$ cat src/rtl/pll_reconfig_sequencer.sv
// PLL reconfiguration sequencer.
// Programs an Avalon-MM PLL reconfig management port with a fixed command list
// (mode, M, N, NUM_C C counters, bandwidth, charge pump, start), then polls the
// status register until bit0 is set or the poll timeout expires.
//
// Ports:
//   clk, reset            system clock, synchronous active-high reset
//   start                 single-cycle request, accepted only when idle
//   m_cfg, n_cfg, c_cfg   counter words, latched when start is accepted
//   mgmt_*                Avalon-MM master towards the PLL reconfig block
//   busy                  sequence in progress
//   done, error           one-cycle completion / timeout pulses
module pll_reconfig_sequencer #(
   parameter int unsigned NUM_C          = 1,
   parameter int unsigned WRITE_GAP      = 2,
   parameter int unsigned TIMEOUT_CYCLES = 65535,
   parameter int unsigned BW_SETTING     = 6,
   parameter int unsigned CP_SETTING     = 3
) (
   input  logic                 clk,
   input  logic                 reset,
   input  logic                 start,
   input  logic [17:0]          m_cfg,
   input  logic [17:0]          n_cfg,
   input  logic [18*NUM_C-1:0]  c_cfg,
   input  logic                 mgmt_waitrequest,
   input  logic [31:0]          mgmt_readdata,
   output logic                 mgmt_read,
   output logic                 mgmt_write,
   output logic [5:0]           mgmt_address,
   output logic [31:0]          mgmt_writedata,
   output logic                 busy,
   output logic                 done,
   output logic                 error
);

   localparam logic [2:0] S_IDLE      = 3'd0;
   localparam logic [2:0] S_WRITE     = 3'd1;
   localparam logic [2:0] S_GAP       = 3'd2;
   localparam logic [2:0] S_POLL_RD   = 3'd3;
   localparam logic [2:0] S_POLL_WAIT = 3'd4;

   // Command index layout: 0 mode, 1 M, 2 N, 3..2+NUM_C C[k], then BW, CP, START.
   localparam logic [3:0]  IDX_BW    = 4'(3 + NUM_C);
   localparam logic [3:0]  IDX_CP    = 4'(4 + NUM_C);
   localparam logic [3:0]  IDX_START = 4'(5 + NUM_C);
   localparam logic [3:0]  GAP_LOAD  = 4'(WRITE_GAP);
   localparam logic [31:0] TMO_LAST  = 32'(TIMEOUT_CYCLES - 1);

   logic [2:0]           state_q, state_d;
   logic [3:0]           idx_q, idx_d;
   logic [3:0]           gap_q, gap_d;
   logic [31:0]          tmo_q, tmo_d;
   logic [17:0]          m_q, m_d, n_q, n_d;
   logic [18*NUM_C-1:0]  c_q, c_d;
   logic                 read_q, read_d, write_q, write_d;
   logic [5:0]           addr_q, addr_d;
   logic [31:0]          wdata_q, wdata_d;
   logic                 busy_q, busy_d, done_q, done_d, error_q, error_d;

   logic [3:0]  cmd_sel;
   logic [4:0]  c_k;
   logic [17:0] c_word;
   logic [5:0]  cmd_addr;
   logic [31:0] cmd_data;
   logic        issue;
   logic        unused_rd;

   assign unused_rd = ^mgmt_readdata[31:1];

   // Address/data of the command to present next (index 0 when leaving idle).
   always_comb begin
      cmd_sel  = (state_q == S_IDLE) ? 4'd0 : idx_q + 4'd1;
      c_k      = {1'b0, cmd_sel} - 5'd3;
      c_word   = 18'h0;
      cmd_addr = 6'h00;
      cmd_data = 32'h0;
      for (int k = 0; k < NUM_C; k++) begin
         if (c_k == 5'(k)) c_word = c_q[18*k +: 18];
      end
      if (cmd_sel == 4'd0) begin
         cmd_addr = 6'h00;
         cmd_data = 32'd1;
      end else if (cmd_sel == 4'd1) begin
         cmd_addr = 6'h04;
         cmd_data = {14'b0, m_q};
      end else if (cmd_sel == 4'd2) begin
         cmd_addr = 6'h03;
         cmd_data = {14'b0, n_q};
      end else if (cmd_sel < IDX_BW) begin
         cmd_addr = 6'h05;
         cmd_data = {9'b0, c_k, c_word};
      end else if (cmd_sel == IDX_BW) begin
         cmd_addr = 6'h08;
         cmd_data = 32'(BW_SETTING);
      end else if (cmd_sel == IDX_CP) begin
         cmd_addr = 6'h09;
         cmd_data = 32'(CP_SETTING);
      end else if (cmd_sel == IDX_START) begin
         cmd_addr = 6'h02;
         cmd_data = 32'd1;
      end
   end

   always_comb begin
      state_d = state_q;
      idx_d   = idx_q;
      gap_d   = gap_q;
      tmo_d   = tmo_q;
      m_d     = m_q;
      n_d     = n_q;
      c_d     = c_q;
      read_d  = read_q;
      write_d = write_q;
      addr_d  = addr_q;
      wdata_d = wdata_q;
      busy_d  = busy_q;
      done_d  = 1'b0;
      error_d = 1'b0;
      issue   = 1'b0;
      case (state_q)
         S_IDLE: begin
            // A start coinciding with the done/error pulse belongs to the
            // finishing sequence and is dropped.
            if (start && !done_q && !error_q) begin
               m_d     = m_cfg;
               n_d     = n_cfg;
               c_d     = c_cfg;
               busy_d  = 1'b1;
               idx_d   = 4'd0;
               write_d = 1'b1;
               addr_d  = cmd_addr;
               wdata_d = cmd_data;
               state_d = S_WRITE;
            end
         end
         S_WRITE: begin
            if (!mgmt_waitrequest) begin
               if (WRITE_GAP == 0) begin
                  issue = 1'b1;
               end else begin
                  write_d = 1'b0;
                  gap_d   = GAP_LOAD;
                  state_d = S_GAP;
               end
            end
         end
         S_GAP: begin
            if (gap_q <= 4'd1) issue = 1'b1;
            else               gap_d = gap_q - 4'd1;
         end
         S_POLL_RD: begin
            tmo_d = tmo_q + 32'd1;
            // Successful acceptance is checked first so it wins over expiry.
            if (!mgmt_waitrequest && mgmt_readdata[0]) begin
               read_d  = 1'b0;
               done_d  = 1'b1;
               busy_d  = 1'b0;
               state_d = S_IDLE;
            end else if (tmo_q >= TMO_LAST) begin
               read_d  = 1'b0;
               error_d = 1'b1;
               busy_d  = 1'b0;
               state_d = S_IDLE;
            end else if (!mgmt_waitrequest) begin
               read_d  = 1'b0;
               state_d = S_POLL_WAIT;
            end
         end
         S_POLL_WAIT: begin
            tmo_d = tmo_q + 32'd1;
            if (tmo_q >= TMO_LAST) begin
               error_d = 1'b1;
               busy_d  = 1'b0;
               state_d = S_IDLE;
            end else begin
               read_d  = 1'b1;
               state_d = S_POLL_RD;
            end
         end
         default: state_d = S_IDLE;
      endcase

      if (issue) begin
         if (idx_q == IDX_START) begin
            write_d = 1'b0;
            read_d  = 1'b1;
            addr_d  = 6'h01;
            tmo_d   = 32'd0;
            state_d = S_POLL_RD;
         end else begin
            idx_d   = idx_q + 4'd1;
            write_d = 1'b1;
            addr_d  = cmd_addr;
            wdata_d = cmd_data;
            state_d = S_WRITE;
         end
      end
   end

   always_ff @(posedge clk) begin
      if (reset) begin
         state_q <= S_IDLE;
         idx_q   <= '0;
         gap_q   <= '0;
         tmo_q   <= '0;
         m_q     <= '0;
         n_q     <= '0;
         c_q     <= '0;
         read_q  <= 1'b0;
         write_q <= 1'b0;
         addr_q  <= '0;
         wdata_q <= '0;
         busy_q  <= 1'b0;
         done_q  <= 1'b0;
         error_q <= 1'b0;
      end else begin
         state_q <= state_d;
         idx_q   <= idx_d;
         gap_q   <= gap_d;
         tmo_q   <= tmo_d;
         m_q     <= m_d;
         n_q     <= n_d;
         c_q     <= c_d;
         read_q  <= read_d;
         write_q <= write_d;
         addr_q  <= addr_d;
         wdata_q <= wdata_d;
         busy_q  <= busy_d;
         done_q  <= done_d;
         error_q <= error_d;
      end
   end

   assign mgmt_read      = read_q;
   assign mgmt_write     = write_q;
   assign mgmt_address   = addr_q;
   assign mgmt_writedata = wdata_q;
   assign busy           = busy_q;
   assign done           = done_q;
   assign error          = error_q;

endmodule

$ cat config.mk
export PLATFORM = sky130hd
export DESIGN_NAME = pll_reconfig_sequencer
export DESIGN_NICKNAME = d
export VERILOG_FILES = /design/src/rtl/pll_reconfig_sequencer.sv
export SDC_FILE = /design/constraint.sdc
export NUM_CORES = 1
export LEC_CHECK = 0
export ABC_AREA = 1
export CAP_MARGIN = 20
export CORE_MARGIN = 10
export CORE_UTILIZATION = 25
export CTS_BUF_LIST = sky130_fd_sc_hd__clkbuf_8 sky130_fd_sc_hd__clkbuf_16
export DETAILED_ROUTE_END_ITERATION = 7
export MAX_ROUTING_LAYER = met4
export PLACE_DENSITY = 0.54
export SYNTH_ARGS = -nofsm -noshare
export SYNTH_HDL_FRONTEND = slang
export SYNTH_SLANG_ARGS = --single-unit
$ cat constraint.sdc
create_clock -name clk -period 2.3 [get_ports clk]
set_input_delay 0.345 -clock clk [delete_from_list [all_inputs] [get_ports clk]]
set_output_delay 0.345 -clock clk [all_outputs]
set_load 0.005 [all_outputs]
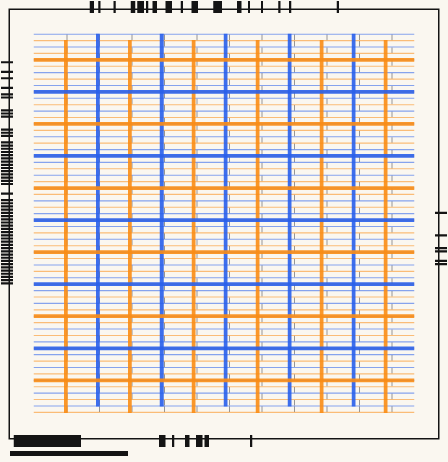
Run 1: PDN straps and rails
The bar under the picture is 50 µm long. Pins as bars on the die edge. Tap cells in grey.
| net | colour |
|---|---|
| VSS | orange |
| VDD | blue |
met1 rails: 60
signal pins: 133
met5 straps: 11
rows: 59
tap cells: 335

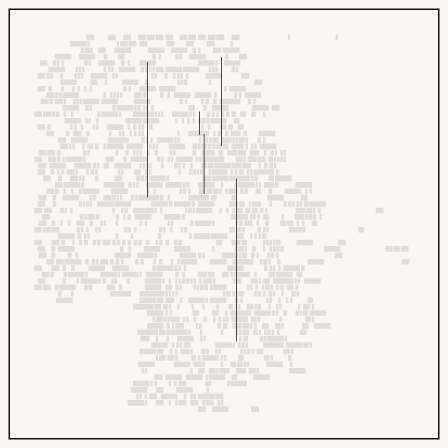
Run 1: met4 routing
share of all routed wire: 1.1%
nets with wire on the layer: 3
wire length on this layer: 198 µm
main direction: vertical

==> qor.txt, run 1 <==
status = finished, final reports clean
worst vdd ir = 882 µV
most frequent logic cell in the layout = nor2_1
endpoint class of the critical path = flip-flop
CTS Hold Bufs = 0
Top area cell types = dfxtp_1, nor2_1, nand2_1, o21ai_0, inv_1
top_reg_cell synth = dfxtp_1
fin nets = 1149
sequential share of power = 32.3%
Routed met2 length = 8390 µm
die outline height = 182 µm
Top Layer Used = met4
Setup TNS Final = 0 ns
yosys stat chip area = 6530 µm²
fraction of area in registers = 31.5%
Top-area cell share = 42.3%
Yosys top cell by instances = nor2_1
Hold WS = 0.440 ns
final WL = 18600 µm
Clock buf/inv share = 6.64%
worst-path cell chain = nor2_4 > nand2_4 > inv_6 > nor2_2 > buf_4 > ha_1 > nand3_1 > nand3_2 > nor3b_4 > clkbuf_16 > nand3_1 > nand2_1 > nand2_1 > a21oi_1
synthesis-to-layout area growth = 34.2%
FF-to-FF path depth = 14
Final Hold Vio Count = 0
Post-CTS Setup Bufs = 0
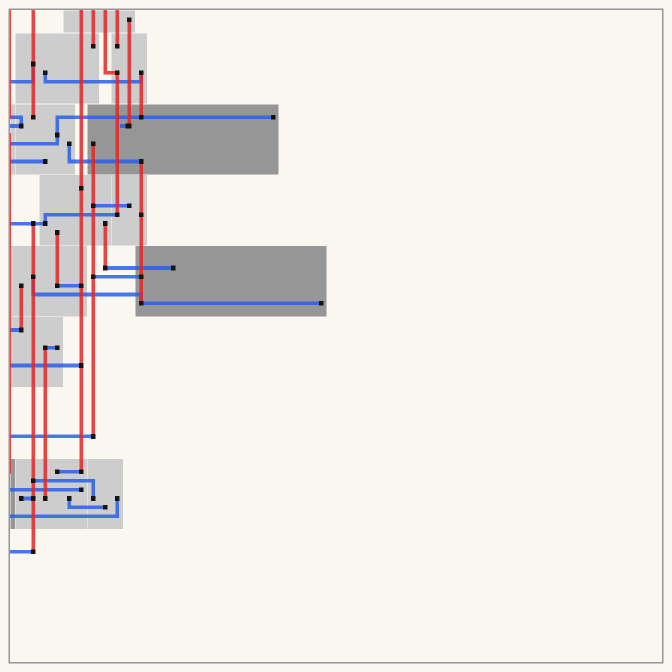
Run 1: a small window of the routed layout
Region (124, 33) to (149, 58) µm. Cells in grey, sequential cells in the stronger grey; small squares are vias.
| layer | colour |
|---|---|
| M2 | red |
| M1 | blue |
most frequent: xor2_1 (3), nor2_1 (3)
sequential cells in the window: 2
cells with their middle in the window: 11
netlist names of flops here include: tmo_q (2)

Run 1, congestion heat map:
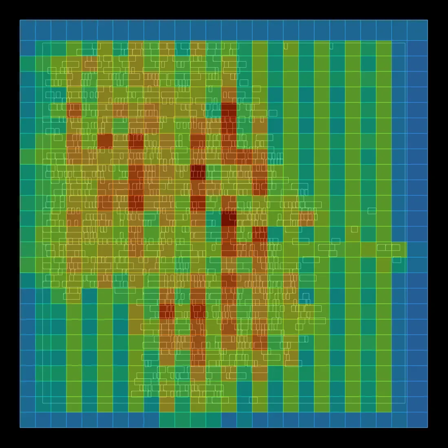

==> run 2, diff against run 1 <==
- PLACE_DENSITY: 0.54 -> 0.53
- clock period: 2.3 -> 2.8 ns (I/O delays scaled with it)
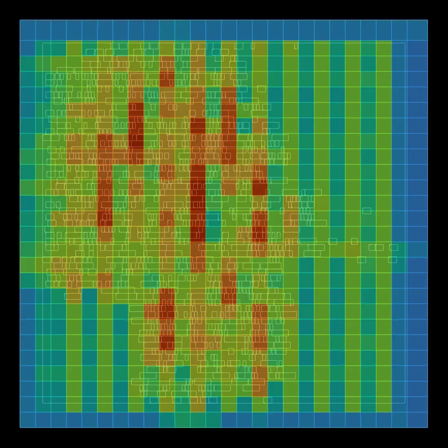
Run 2: congestion heat map
final core utilization: 32.7%
global routing's busiest layer: met2
Global Route met1 Usage: 13.8%

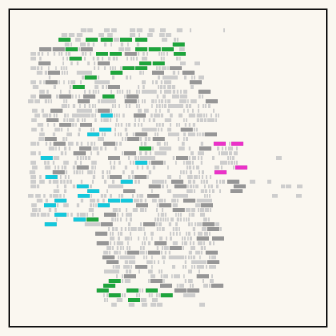
Run 2: sequential cells coloured by netlist name
Other sequential cells in the stronger grey, the rest of the logic in the fainter grey.
| signal | colour | sequential cells |
|---|---|---|
| gap_q | magenta | 4 |
| mgmt_writedata | green | 32 |
| n_q | cyan | 18 |

==> run 2 against run 1 <==
Against the previous run:
- final cell count fell by 1.4%
- first-iteration DRC count fell by 12%
- non-clock buffer count fell by 21
- total power fell by 21%
- sequential power fell by 18%
- global-route usage barely moved
- highest routed layer unchanged
==> qor.txt, run 2 <==
placed inst area = 7900 µm²
vias in the first global route = 5739
DR WL met3 = 945 µm
most frequent logic cell in the layout = nor2_1
Clk network pwr share = 28.6%
Routed met2 length = 8300 µm
Top area cell types = dfxtp_1, nor2_1, nand2_1, o21ai_0, inv_1
top_reg_cell synth = dfxtp_1
Post-CTS Setup Bufs = 0
FF-to-FF path depth = 14
sequential share of power = 33.8%
Top Layer Used = met4
status = finished, final reports clean
fin area = 8480 µm²
synthesis-to-layout area growth = 29.9%
final WL = 18300 µm
CTS H-Tree Depth = 4
Placeable Area = 25900 µm²
Top-area cell share = 42.3%
initial antenna violation count = 0
via count = 5903
die outline height = 182 µm
registers = 138
combinational fraction of design power = 37.6%
endpoint class of the critical path = flip-flop
total number of yosys warnings = 0
worst-path cell chain = inv_1 > ha_1 > nor2_1 > inv_1 > ha_1 > inv_1 > nor2_1 > inv_2 > buf_12 > o21ai_0 > inv_1 > nand2_1 > nand2_1 > a21oi_1
Ports = 133
final worst slack = 0.223 ns
PortBufs = 99
Clock buf/inv share = 6.87%
Final Hold Vio Count = 0
Synth Register Bits = 138
Hold Crit Start = mgmt_writedata[26]
fin nets = 1128
CTS Hold Bufs = 0
yosys stat chip area = 6530 µm²
Hold WS = 0.441 ns
fraction of area in registers = 32.6%
Critical path origin = idx_q[0]
TAP cells = 335
worst slack, placed = 0.240 ns
Yosys top cell by instances = nor2_1
worst vdd ir = 520 µV
Power is estimated from default activity; no workload was simulated.
